### config.mk
export PLATFORM = sky130hd
export DESIGN_NAME = rgb_to_yuv
export DESIGN_NICKNAME = d
export VERILOG_FILES = /design/src/rtl/rgb_to_yuv_pkg.sv /design/src/rtl/rgb_to_yuv_pixel.sv /design/src/rtl/rgb_to_yuv.sv
export SDC_FILE = /design/constraint.sdc
export NUM_CORES = 1
export LEC_CHECK = 0
export CORE_MARGIN = 2
export CORE_UTILIZATION = 60
export DETAILED_ROUTE_END_ITERATION = 10
export PLACE_DENSITY = 0.85
export SYNTH_ARGS = -nofsm -noshare
export SYNTH_HDL_FRONTEND = slang
export SYNTH_HIERARCHICAL = 1
export SYNTH_SLANG_ARGS = --single-unit
### constraint.sdc
create_clock -name clk -period 30.8 [get_ports clk]
set_clock_uncertainty 0.05 [all_clocks]
set_input_delay 6.16 -clock clk [delete_from_list [all_inputs] [get_ports clk]]
set_output_delay 6.16 -clock clk [all_outputs]
set_load 0.02 [all_outputs]
### src/rtl/rgb_to_yuv_pkg.sv
// Shared definitions for the RGB to 4:2:2 YUV encoder: FSM state codes,
// conversion coefficients and the signed chroma averaging helper.
package rgb_to_yuv_pkg;

    typedef enum logic [3:0] {
        S_P0  = 4'd0,
        S_P1  = 4'd1,
        S_OU  = 4'd2,
        S_OY0 = 4'd3,
        S_OV  = 4'd4,
        S_OY1 = 4'd5
    } state_t;

    localparam logic [7:0] KY_R = 8'd74;
    localparam logic [7:0] KY_G = 8'd162;
    localparam logic [7:0] KY_B = 8'd20;
    localparam logic [7:0] KV   = 8'd158;
    localparam logic [7:0] RND  = 8'd128;

    // Rounded mean of two signed 8-bit chroma values; 9 bits hold the sum without overflow.
    function automatic logic [7:0] avg_round(input logic [7:0] a, input logic [7:0] b);
        logic signed [8:0] s;
        s = $signed({a[7], a}) + $signed({b[7], b}) + 9'sd1;
        return 8'(s >>> 1);
    endfunction

endpackage

### src/rtl/rgb_to_yuv_pixel.sv
// Combinational per-pixel converter: {R,G,B} -> {Y, U, V}, with U/V in two's complement.
module rgb_to_yuv_pixel
    import rgb_to_yuv_pkg::*;
(
    input  logic [23:0] i_rgb,
    output logic [23:0] o_yuv
);

    logic [7:0]         w_r;
    logic [7:0]         w_g;
    logic [7:0]         w_b;
    logic [7:0]         w_y;
    logic [17:0]        w_y_sum;
    logic signed [9:0]  w_u_diff;
    logic signed [8:0]  w_r_minus_y;
    logic signed [18:0] w_v_sum;

    assign {w_r, w_g, w_b} = i_rgb;

    // Luma coefficients sum to 256, so the shifted result always fits in 8 bits.
    assign w_y_sum = 18'(w_r) * 18'(KY_R) + 18'(w_g) * 18'(KY_G)
                   + 18'(w_b) * 18'(KY_B) + 18'(RND);
    assign w_y     = 8'(w_y_sum >> 8);

    assign w_u_diff    = $signed({2'b00, w_b}) - $signed({2'b00, w_y}) + 10'sd1;
    assign w_r_minus_y = $signed({1'b0, w_r}) - $signed({1'b0, w_y});
    assign w_v_sum     = $signed({{10{w_r_minus_y[8]}}, w_r_minus_y}) * $signed({11'd0, KV})
                       + $signed({11'd0, RND});

    assign o_yuv = {w_y, 8'(w_u_diff >>> 1), 8'(w_v_sum >>> 8)};

endmodule

### src/rtl/rgb_to_yuv.sv
// RGB pixel pairs in, byte-serial U, Y0, V, Y1 out. One shared pixel converter;
// the last output byte overlaps with accepting the next pair's first pixel.
module rgb_to_yuv
    import rgb_to_yuv_pkg::*;
#(
    parameter int CHROMA_AVG = 1
) (
    input  logic        clk,
    input  logic        reset,
    input  logic        in_en,
    input  logic [23:0] rgb_in,
    output logic        busy,
    output logic        out_valid,
    output logic [7:0]  yuv_out
);

    state_t      r_state;
    state_t      w_state_next;
    logic        w_accept;
    logic [23:0] w_pix;
    logic [7:0]  r_y0;
    logic [7:0]  r_u0;
    logic [7:0]  r_v0;
    logic [7:0]  r_y1;
    logic [7:0]  r_u;
    logic [7:0]  r_v;
    logic [7:0]  w_c0   [2];
    logic [7:0]  w_c1   [2];
    logic [7:0]  w_cmix [2];

    rgb_to_yuv_pixel u_pixel (
        .i_rgb (rgb_in),
        .o_yuv (w_pix)
    );

    assign w_accept = reset & in_en & ~busy;

    assign w_c0[0] = r_u0;
    assign w_c0[1] = r_v0;
    assign w_c1[0] = w_pix[15:8];
    assign w_c1[1] = w_pix[7:0];

    // Index 0 is U, index 1 is V.
    genvar gi;
    generate
        for (gi = 0; gi < 2; gi++) begin : g_chroma
            if (CHROMA_AVG != 0) begin : g_avg
                assign w_cmix[gi] = avg_round(w_c0[gi], w_c1[gi]);
            end else begin : g_pick
                assign w_cmix[gi] = w_c0[gi];
            end
        end
    endgenerate

    always_ff @(posedge clk) begin
        if (!reset) begin
            r_state <= S_P0;
        end else begin
            r_state <= w_state_next;
        end
    end

    always_comb begin
        w_state_next = S_P0;
        case (r_state)
            S_P0:    w_state_next = w_accept ? S_P1 : S_P0;
            S_P1:    w_state_next = w_accept ? S_OU : S_P1;
            S_OU:    w_state_next = S_OY0;
            S_OY0:   w_state_next = S_OV;
            S_OV:    w_state_next = S_OY1;
            S_OY1:   w_state_next = w_accept ? S_P1 : S_P0;
            default: w_state_next = S_P0;
        endcase
    end

    always_comb begin
        busy      = 1'b0;
        out_valid = 1'b0;
        yuv_out   = 8'h00;
        case (r_state)
            S_P0, S_P1: ;
            S_OU:  begin busy = 1'b1; out_valid = 1'b1; yuv_out = r_u;  end
            S_OY0: begin busy = 1'b1; out_valid = 1'b1; yuv_out = r_y0; end
            S_OV:  begin busy = 1'b1; out_valid = 1'b1; yuv_out = r_v;  end
            S_OY1: begin              out_valid = 1'b1; yuv_out = r_y1; end
            default: busy = 1'b1;
        endcase
    end

    // Pixel 1 lands in S_P1; every other accept (S_P0 or S_OY1) is a fresh pixel 0.
    always_ff @(posedge clk) begin
        if (!reset) begin
            r_y0 <= 8'h00;
            r_u0 <= 8'h00;
            r_v0 <= 8'h00;
            r_y1 <= 8'h00;
            r_u  <= 8'h00;
            r_v  <= 8'h00;
        end else if (w_accept) begin
            if (r_state == S_P1) begin
                r_y1 <= w_pix[23:16];
                r_u  <= w_cmix[0];
                r_v  <= w_cmix[1];
            end else begin
                r_y0 <= w_pix[23:16];
                r_u0 <= w_pix[15:8];
                r_v0 <= w_pix[7:0];
            end
        end
    end

endmodule

==> run_1/floorplan.png <==
Scale bar: 20 um. Pins as bars on the die edge. Tap cells in grey.
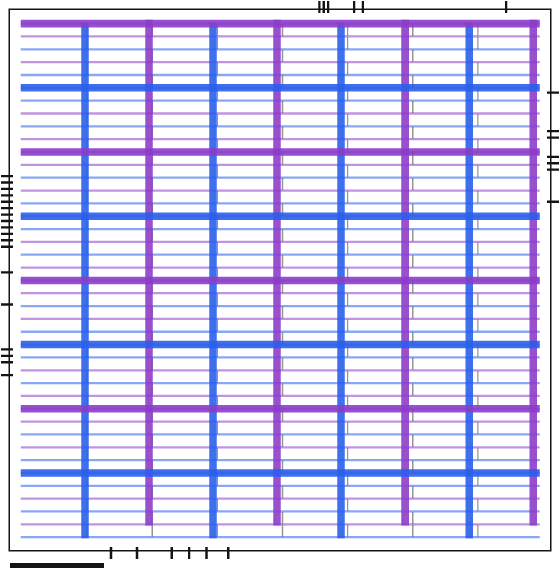
Key: blue = VSS; purple = VDD
147 tap cells. The core has 40 rows. 8 straps on met5. 37 signal pins sit on the boundary.
placeable core region: 12,000 sq um
Die Y-Extent: 114 um

==> run_1/class_map.png <==
Scale bar: 20 um.
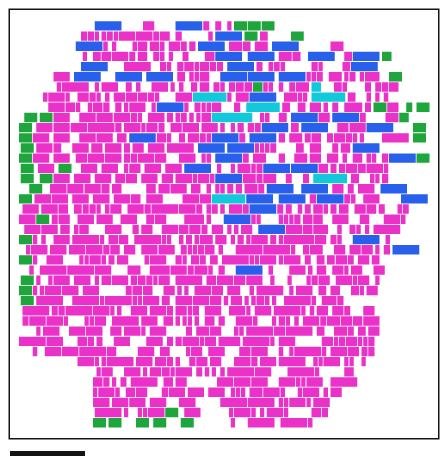
Key: cyan = clock drivers and dummy loads [cells 7, share of their area 2.1%]; blue = registers [cells 51, share of their area 13%]; green = remaining buffers and delay cells [cells 39, share of their area 4.9%]; magenta = remaining logic cells [cells 784, share of their area 80%]
proportion of cell area occupied by registers: 12.9%
cell area after layout: 7920 sq um
share of the core filled with cells in the final layout: 66.2%
Std-Cell Rows: 40

==> run_1/clock_wires.png <==
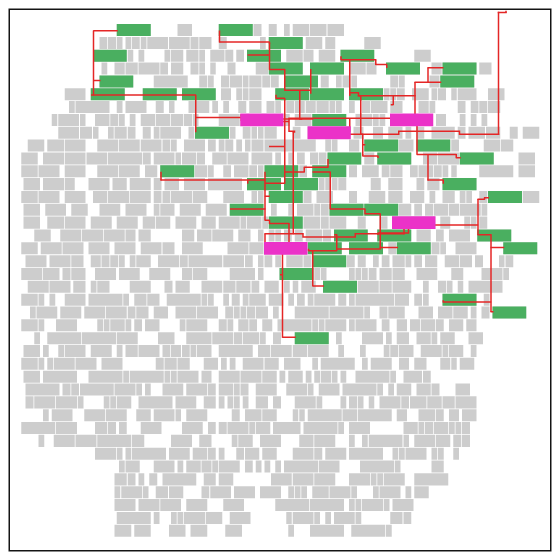
Key: green = flip-flops [count 51]; red = clock wires [length 646 um]; magenta = clock-net drivers [count 5]
There are 6 routed clock nets.
clk ins delay skew pair: 0.29 ns

==> run_1/layers.png <==
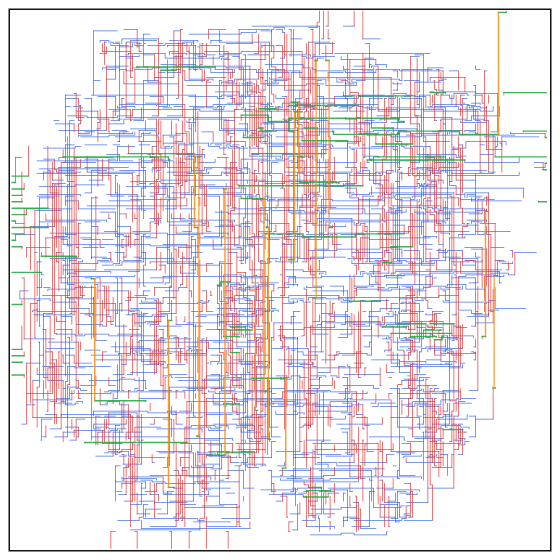
Key: blue = M1 [wire length 7,120 um]; red = M2 [wire length 7,700 um]; orange = M4 [wire length 534 um]; green = M3 [wire length 576 um]
WL final: 15,900 um
number of vias in the routed layout: 5,967
Global Route Usage Sum: 25.5%
drt wl/cell: 15.5 um

==> results_dict.tcl, run 1 <==
# yosys + openroad results
set metrics [dict create \
    hold_buffers 0 \
    crit_path_max_fanout 7 \
    finalSetupTns_ns 0 \
    tritoncts_clock_tree "yes" \
    run_status "completed" \
    port-buffer-count 36 \
    async_reset_ff_share_pct 0 \
    post_synth_design_cell_area_sq_um 7310 \
    yosysWarnings 6 \
    postRouteAntennaNets 0 \
    ys.flop_type "dfxtp_1" \
    number_of_synthesized_flops_with_an_enable_pin 0 \
    path_clk_slew_ns 0.07 \
    timing.setup.critical_path_class "primary input to flip-flop" \
    rsz_0062_raised_after_global_routing "false" \
    synthSimpleGateAreaFrac_pct 13.9 \
    slowest_stage "clkdlybuf4s50_1" \
    seq_area_frac_synth_pct 14.0 \
    area_growth_syn_to_layout_pct 8.23 \
    endpoint_kind "flip-flop" \
    hp-class "flip-flop to flip-flop" \
    fin_crit_sh_pct 58.1 \
    compound_share_synth_pct 15.3 \
    critPathTopFamily "adder cells" \
    synth_flop_count 51 \
    firstDrtPassIters 5 \
    top_logic_cell_family_in_the_synthesized_netlist "adder cells" \
    ff_latch_area_sq_um 1020 \
    finalWeightedCongestion 0.877 \
    post_synth_top_area_cell "ha_1" \
    delay_contributed_by_the_slowest_stage_of_the_critical_path_ns 0.62 \
    final_layout_top_logic_cells "ha_1, inv_1, nand2_1" \
    design.final.nets 1106 \
]
## run 1: layer usage
| metal | vias up | global-route usage [%] | part of all wire, % | wire length [um] |
|---|---|---|---|---|
| met4 | 0 | 8.94 | 3.3 | 533 |
| met2 | 162 | 45.0 | 48 | 7700 |
| met3 | 32 | 3.18 | 3.6 | 576 |
| met5 | - | 0 | 0 | 0 |
| li1 | 3005 | - | - | - |
| met1 | 2768 | 31.9 | 45 | 7120 |
## run 1: worst reg2reg max path: cells and delay by family (launching register included)
family | cells | cell delay [ns]
compound gates | 4 | 1.15
fa+ha+maj | 1 | 0.41
flops | 1 | 0.32
simple gates | 1 | 0.31
## run 1: cells by family after synthesis
kind of cell / count (synthesis)
xor gates and xnor gates: 66
adders and majority gates: 200
and+or+nand+nor: 203
AOI/OAI and AO/OA: 179
buffers and inverters: 142
muxes: 19
DFF: 51
## run 1: path summary, 6_finish.rpt
check / startpoint / to / slack (ns) / cells past startpoint
max: rgb_in[21] / r_v[6] / 12.92 / 49
min: r_y0[4] / r_y0[4] / 0.41 / 2
max reg2reg: r_v0[0] / r_v[7] / 28.49 / 6
min reg2reg: r_y0[4] / r_y0[4] / 0.41 / 2
## run 1: final cells by class
| cell class | count | area share, % |
|---|---|---|
| Sequential cell | 51 | 12.9 |
| Timing Repair Buffer | 39 | 4.77 |
| Multi-Input combinational cell | 667 | 72.4 |
| Clock inverter | 2 | 0.474 |
| Clock buffer | 5 | 1.58 |
| Inverter | 117 | 5.55 |
| Tap cell | 147 | 2.32 |
## run 1: registers in the layout, indices dropped and copies added (netlist names)
signal and flops:
r_v0 8, r_v 8, r_y0 8, r_y1 8, r_state 3, r_u 8
r_u0 8
## run 1: metrics by stage
step	util, %	hold slack [ns]	area [sq um]	worst slack, ns	cells
2_1_floorplan	-	0.383	7310	14.25	860
3_3_place_gp	64.8	0.392	7750	12.91	1021
3_5_place_dp	64.8	0.397	7750	12.65	1021
4_1_cts	66.2	0.407	7920	12.89	1028
5_1_grt	66.2	0.416	7920	12.01	1028
6_report	66.2	0.409	7920	12.92	1028
## run 1: cell usage after synthesis (3+ instances only)
master,n
dfxtp_1,51
nand4b_1,3
o31ai_1,5
o21a_1,5
o211ai_1,8
o21bai_1,13
and4b_1,3
or2_2,3
buf_1,5
mux2i_1,18
a21oi_1,50
nand3_1,32
xor2_1,21
clkbuf_1,12
nand2_1,88
nand3b_1,3
buf_2,5
or4_1,4
nor3_1,5
inv_1,117
o21ai_0,50
a21o_1,12
o22ai_1,8
buf_6,3
a211oi_1,5
nor2b_1,8
fa_1,40
xnor2_1,43
nor2_1,27
ha_1,158
and2_1,4
==> run_1/congestion_map.png <==
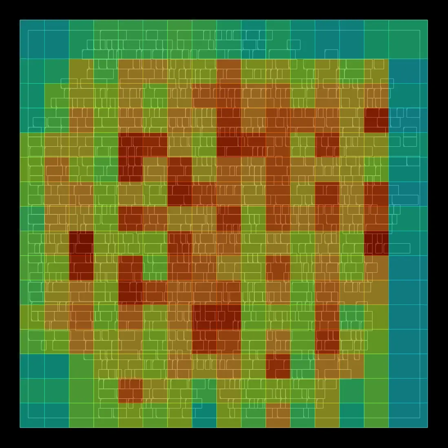

## Run 2: what changed since run 1
==> constraint.sdc (replaced) <==
create_clock -name clk -period 16.7 [get_ports clk]
set_clock_uncertainty 0.05 [all_clocks]
set_input_delay 3.34 -clock clk [delete_from_list [all_inputs] [get_ports clk]]
set_output_delay 3.34 -clock clk [all_outputs]
set_load 0.02 [all_outputs]
==> run_2/congestion_map.png <==
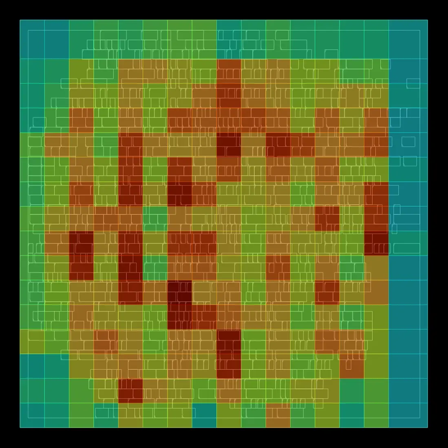
met3 track demand over resource in global routing: 3.07%
layer with the highest usage: met2
met1 global-route usage: 32.0%
drt wl/cell: 15.1 um
Global Route Usage Sum: 25.4%

==> run 2 against run 1 <==
Design area decreased by 0.27%. Clock-buffer cell count increased by 1. Register-to-register slack got worse by 14 ns. Sequential share of layout area about the same. Hold slack got worse by 0.0025 ns. Critical endpoint unchanged. Largest cell class unchanged. Highest routed layer unchanged.
==> results_dict.tcl, run 2 <==
# yosys + openroad results
set metrics [dict create \
    run_status "completed" \
    worst_hold_path.num_cells 2 \
    compound_share_synth_pct 15.3 \
    number_of_synthesized_flops_with_an_enable_pin 0 \
    crit-reg2reg-launch "r_state[0]" \
    finalWeightedCongestion 0.873 \
    synth_flop_count 51 \
    delay_contributed_by_the_slowest_stage_of_the_critical_path_ns 0.62 \
    reg2reg_depth 6 \
    area_growth_syn_to_layout_pct 7.94 \
    die_w_um 114 \
    reg2reg_slack_ns 14.42 \
    hold_buffers 0 \
    postRouteAntennaNets 0 \
    number_of_cells_in_the_finished_layout_apart_from_fillers 1029 \
    synthMostInstantiatedCell "ha_1" \
    yosys-top-cells-count "ha_1, inv_1, nand2_1" \
    routed_wirelength_um 15600 \
    dr_total_vias 5881 \
    post_synth_design_cell_area_sq_um 7310 \
    seq_area_frac_synth_pct 14.0 \
    async_reset_ff_share_pct 0 \
    endpoint_kind "flip-flop" \
    timing.setup.critical_path_class "primary input to flip-flop" \
    tritoncts_clock_tree "yes" \
    core_area_sq_um 12000 \
    firstDrtPassIters 5 \
    finalSetupTns_ns 0 \
    row_count 40 \
    fin_crit_sh_pct 89.9 \
    final_layout_top_logic_cells "ha_1, inv_1, nand2_1" \
    slowest_stage "clkdlybuf4s50_1" \
    final_core_utilization_pct 66.0 \
    clock.latency.late_pin_ns 0.29 \
    design.final.nets 1106 \
    worst-endpoint-required_ns 16.88 \
    path_clk_slew_ns 0.07 \
    fp.dieH_um 114 \
    ys.flop_type "dfxtp_1" \
    worst_reg2reg_path_endpoint "r_u[6]" \
    dp.cells 1021 \
    synthSimpleGateAreaFrac_pct 13.9 \
    crit_path_max_fanout 7 \
]
run 2: worst max-delay path by stage:
stage | startpoint | endpoint | slack (ns) | cells past startpoint
after floorplan | rgb_in[20] | r_v[6] | 2.97 | 44
after detailed placement | rgb_in[21] | r_v[6] | 1.39 | 51
final | rgb_in[21] | r_v[6] | 1.69 | 51
after global placement | rgb_in[21] | r_v[6] | 1.62 | 51
after CTS | rgb_in[21] | r_v[6] | 1.69 | 51
after global routing | rgb_in[21] | r_v[6] | 0.79 | 51
run 2: per-stage QoR:
step | hold slack, ns | instance area (sq um) | setup WS, ns
after floorplan | 0.383 | 7310 | 2.97
after CTS | 0.407 | 7900 | 1.69
after global routing | 0.416 | 7900 | 0.788
final | 0.406 | 7900 | 1.69
after global placement | 0.392 | 7750 | 1.62
after detailed placement | 0.396 | 7750 | 1.39
run 2: kinds of logic after synthesis:
group                    count (synthesis)
AND-OR/OR-AND                          179
adder cells (fa/ha/maj)                200
buffers and inverters                  142
flip-flops                              51
XOR/XNOR                                66
AND/OR/NAND/NOR                        203
multiplexers                            19
run 2: layout make-up:
| type | count | area [sq um] | area share [%] |
|---|---|---|---|
| inverters | 117 | 439 | 5.56 |
| repair buffers | 39 | 378 | 4.79 |
| clock buffers | 6 | 129 | 1.63 |
| clock inverters | 2 | 12.5 | 0.158 |
| multi-input cells | 667 | 5730 | 72.6 |
| flip-flops and latches | 51 | 1020 | 12.9 |
| well taps | 147 | 184 | 2.33 |
run 2: worst max-delay path, delay by kind of cell:
| kind | cells | cell delay (ns) |
|---|---|---|
| buffers and inverters | 10 | 1.37 |
| AOI/OAI and AO/OA | 9 | 2.25 |
| and+or+nand+nor | 12 | 2.07 |
| xor gates and xnor gates | 6 | 1.25 |
| adders and majority gates | 14 | 4.92 |
run 2: metal layers:
layer | wire (um) | vias to the layer above | global-route usage (%)
met5 | 0 | - | 0
met4 | 547 | 0 | 9.51
met3 | 531 | 38 | 3.07
met2 | 7510 | 113 | 44.5
met1 | 6970 | 2725 | 32.0
li1 | - | 3005 | -
